<file path="config.mk">
export PLATFORM = sky130hd
export DESIGN_NAME = unlock_sequencer
export DESIGN_NICKNAME = d
export VERILOG_FILES = /design/src/rtl/unlock_sequencer.sv
export SDC_FILE = /design/constraint.sdc
export NUM_CORES = 1
export LEC_CHECK = 0
export CAP_MARGIN = 20
export CORE_AREA = 2 2 65 67
export CTS_CLUSTER_DIAMETER = 120
export DETAILED_ROUTE_END_ITERATION = 8
export DIE_AREA = 0 0 67 69
export SYNTH_ARGS = -nofsm -noshare
export SYNTH_HDL_FRONTEND = slang
export SYNTH_SLANG_ARGS = --single-unit
</file>
<file path="constraint.sdc">
create_clock -name clk -period 2.7 [get_ports clk]
set_input_delay 0.27 -clock clk [delete_from_list [all_inputs] [get_ports clk]]
set_output_delay 0.27 -clock clk [all_outputs]
set_load 0.01 [all_outputs]
</file>
<file path="src/rtl/unlock_sequencer.sv">
// Ordered key-sequence checker fed by a per-position comparator (one byte per handshake).
// Optional lockout after repeated misses is enabled by defining UNLOCK_SEQ_LOCKOUT_EN.
module unlock_sequencer #(
  parameter int SEQ_LEN        = 19,
  parameter int POS_W          = 5,
  parameter int FAIL_W         = 8,
  parameter int MAX_FAILS      = 3,
  parameter int LOCKOUT_CYCLES = 1024
) (
  input  logic               clk,
  input  logic               rst_n,
  input  logic               key_valid,
  output logic               key_ready,
  input  logic [SEQ_LEN-1:0] unlock,
  input  logic               key_clear,
  output logic [POS_W-1:0]   pos,
  output logic               match_ok,
  output logic               mismatch,
  output logic               done,
  output logic               locked,
  output logic [FAIL_W-1:0]  fail_cnt
);

  if ((2 ** POS_W) < SEQ_LEN || SEQ_LEN < 1 || MAX_FAILS < 1 || LOCKOUT_CYCLES < 1) begin : g_bad_cfg
    $error("unlock_sequencer: inconsistent parameters");
  end

`ifdef UNLOCK_SEQ_LOCKOUT_EN
  typedef enum logic [1:0] {ST_RUN = 2'd0, ST_DONE = 2'd1, ST_LOCK = 2'd2} state_t;
  localparam int LOCK_W = (LOCKOUT_CYCLES > 1) ? $clog2(LOCKOUT_CYCLES) : 1;
  localparam logic [LOCK_W-1:0] LOCK_LOAD = LOCK_W'(LOCKOUT_CYCLES - 1);
  localparam logic [FAIL_W-1:0] FAIL_TRIP = FAIL_W'(MAX_FAILS);
  logic [LOCK_W-1:0] lock_cnt_r;
  logic [LOCK_W-1:0] lock_cnt_s;
`else
  typedef enum logic [1:0] {ST_RUN = 2'd0, ST_DONE = 2'd1} state_t;
`endif

  localparam logic [POS_W-1:0]  LAST_POS = POS_W'(SEQ_LEN - 1);
  localparam logic [FAIL_W-1:0] FAIL_SAT = {FAIL_W{1'b1}};

  state_t              state_r;
  state_t              state_s;
  logic [POS_W-1:0]    pos_r;
  logic [POS_W-1:0]    pos_s;
  logic [FAIL_W-1:0]   fail_r;
  logic [FAIL_W-1:0]   fail_s;
  logic [FAIL_W-1:0]   fail_inc_s;
  logic                match_ok_r;
  logic                match_ok_s;
  logic                mismatch_r;
  logic                mismatch_s;
  logic                done_r;
  logic                done_s;
  logic                locked_r;
  logic                locked_s;
  logic                ready_s;
  logic                hit_s;

  assign ready_s    = (state_r == ST_RUN) && !key_clear;
  assign hit_s      = unlock[pos_r];
  assign fail_inc_s = (fail_r == FAIL_SAT) ? fail_r : (fail_r + FAIL_W'(1));

  // Next-state and next-output decode
  always_comb begin
    state_s    = state_r;
    pos_s      = pos_r;
    fail_s     = fail_r;
    match_ok_s = 1'b0;
    mismatch_s = 1'b0;
`ifdef UNLOCK_SEQ_LOCKOUT_EN
    lock_cnt_s = lock_cnt_r;
`endif
    case (state_r)
      ST_RUN: begin
        if (key_clear) begin
          pos_s = {POS_W{1'b0}};
        end else if (key_valid) begin
          if (hit_s) begin
            match_ok_s = 1'b1;
            if (pos_r == LAST_POS) begin
              state_s = ST_DONE;
              fail_s  = {FAIL_W{1'b0}};
            end else begin
              pos_s = pos_r + POS_W'(1);
            end
          end else begin
            // The missed byte is dropped, never retried as position 0.
            mismatch_s = 1'b1;
            pos_s      = {POS_W{1'b0}};
            fail_s     = fail_inc_s;
`ifdef UNLOCK_SEQ_LOCKOUT_EN
            if (fail_inc_s == FAIL_TRIP) begin
              state_s    = ST_LOCK;
              lock_cnt_s = LOCK_LOAD;
            end else begin
              state_s = ST_RUN;
            end
`endif
          end
        end else begin
          state_s = ST_RUN;
        end
      end
      ST_DONE: begin
        if (key_clear) begin
          state_s = ST_RUN;
          pos_s   = {POS_W{1'b0}};
        end else begin
          state_s = ST_DONE;
        end
      end
`ifdef UNLOCK_SEQ_LOCKOUT_EN
      ST_LOCK: begin
        if (lock_cnt_r == {LOCK_W{1'b0}}) begin
          state_s = ST_RUN;
          fail_s  = {FAIL_W{1'b0}};
          pos_s   = {POS_W{1'b0}};
        end else begin
          lock_cnt_s = lock_cnt_r - LOCK_W'(1);
        end
      end
`endif
      default: begin
        state_s = ST_RUN;
        pos_s   = {POS_W{1'b0}};
      end
    endcase
    done_s = (state_s == ST_DONE);
`ifdef UNLOCK_SEQ_LOCKOUT_EN
    locked_s = (state_s == ST_LOCK);
`else
    locked_s = 1'b0;
`endif
  end

  // State and output registers
  always_ff @(posedge clk or negedge rst_n) begin
    if (!rst_n) begin
      state_r    <= ST_RUN;
      pos_r      <= {POS_W{1'b0}};
      fail_r     <= {FAIL_W{1'b0}};
      match_ok_r <= 1'b0;
      mismatch_r <= 1'b0;
      done_r     <= 1'b0;
      locked_r   <= 1'b0;
`ifdef UNLOCK_SEQ_LOCKOUT_EN
      lock_cnt_r <= {LOCK_W{1'b0}};
`endif
    end else begin
      state_r    <= state_s;
      pos_r      <= pos_s;
      fail_r     <= fail_s;
      match_ok_r <= match_ok_s;
      mismatch_r <= mismatch_s;
      done_r     <= done_s;
      locked_r   <= locked_s;
`ifdef UNLOCK_SEQ_LOCKOUT_EN
      lock_cnt_r <= lock_cnt_s;
`endif
    end
  end

  assign key_ready = ready_s;
  assign pos       = pos_r;
  assign match_ok  = match_ok_r;
  assign mismatch  = mismatch_r;
  assign done      = done_r;
  assign locked    = locked_r;
  assign fail_cnt  = fail_r;

endmodule

</file>
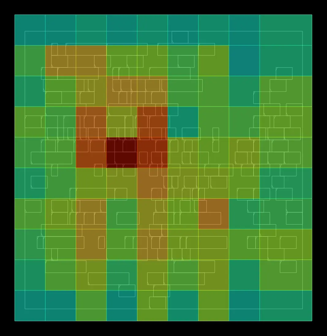
Fig. 1. Congestion heat map.
GR Util All Layers: 0.144
met3 Resource Use GR: 0.0245
layer with the highest usage after global routing: met2

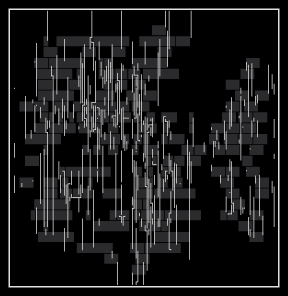
Fig. 2. Met2 routing.
(4 px per um) Cells faint in the background.
nets with wire on the layer: 176
share of all routed wire: 44%

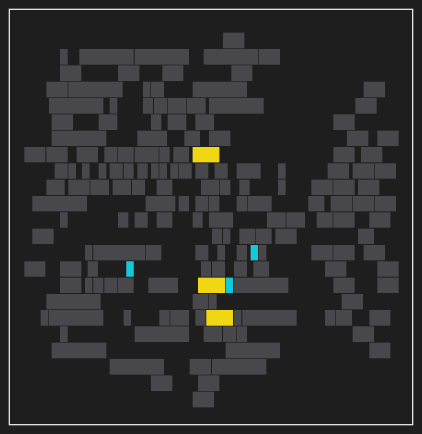
Fig. 3. Gate-type map.
(6 px per um)
| color | family | cells |
|---|---|---|
| cyan | inverters | 3 |
| yellow | adder and majority cells | 3 |

worst paths after layout:
kind | from | slack [ps] | end | cells after the start
setup / recovery | pos[1]$_DFFE_PN0P_ | 380 | fail_cnt[7]$_DFFE_PN0P_ | 7
hold / removal | rst_n | 470 | fail_cnt[3]$_DFFE_PN0P_ | 1
setup reg to reg | pos[1]$_DFFE_PN0P_ | 380 | fail_cnt[7]$_DFFE_PN0P_ | 7
hold reg to reg | fail_cnt[1]$_DFFE_PN0P_ | 580 | fail_cnt[1]$_DFFE_PN0P_ | 1
max in group asynchronous | rst_n | 1740 | pos[3]$_DFFE_PN0P_ | 1
min in group clk | fail_cnt[1]$_DFFE_PN0P_ | 580 | fail_cnt[1]$_DFFE_PN0P_ | 1
==> notes.md <==
The following summarizes the physical implementation.

Run status
The run finished with clean final reports.

Finish
The number of sequential cells reported for the layout is 18. The layout summary lists the proportion of cells stronger than drive strength 1 as 0.106. The filler cell count in the final layout is 405. The logic share of the area is 0.428. The register with the most flip-flops in the layout has 8 of them.

The plain and repair buffers instantiated in the layout total 41. The fraction of final cell area spent on clock buffers and inverters in this run is 0.0243.

STA
The worst-case max-slew headroom was logged as 0.479. The worst hold-check slack is 475 ps. The final timing summary puts the cycle share of the worst path at 0.860. After layout, the minimum clock period comes to 2320 ps.

Clocking
The CTS report gives the tree buffer count as 3. The H-tree level count is 1.

Power
The power in combinational cells is 0.000181 W. The portion of total power attributed to combinational logic is 0.262. The switching power share of the total is 0.276.

The clock network consumes a total of 0.000183 W.

Setup path
Traced cell by cell, the critical path runs through buf_4, mux2i_1, a22oi_1, and3_4, or4_4, a21oi_2, mux2i_1. The sum of buffers and inverters on the critical path is 1. The required time of the worst setup path is 2880 ps. Broken down by cell family, the worst path's largest delay share belongs to simple AND/OR/NAND/NOR gates.

In this run the worst path has a maximum fanout of 11. The category of the worst setup path launch point is a flip-flop.

Detailed routing
The routed metal-1 wirelength is 1440 um. After the first detailed-routing iteration, the DRC count stood at 30. After detailed routing, the number of remaining DRC violations is 0. The number of detailed-route iterations in the first pass is 4. The overall routed net length is 3140 um. For this block, the via count after detailed routing is 1,140.

Global routing
The first global-routing pass estimated 5310 um of wire. The routing usage on met2 is 0.218. The via count of the first global-routing pass is 1,155.

Yosys
Per the synth stats, the flop cell with the highest instance count is sky130_fd_sc_hd__dfrtp_1. The number of synthesis warnings is 0. The chip area line in the Yosys stat output reads 1220 um2. For this run, the register share of the synthesized area comes to 0.368.

Die
The design received a total of 50 well taps at floorplan. The floorplan step records an initial core utilization of 0.312. The placement row count is 23.
Power and IR drop assume default switching activity.
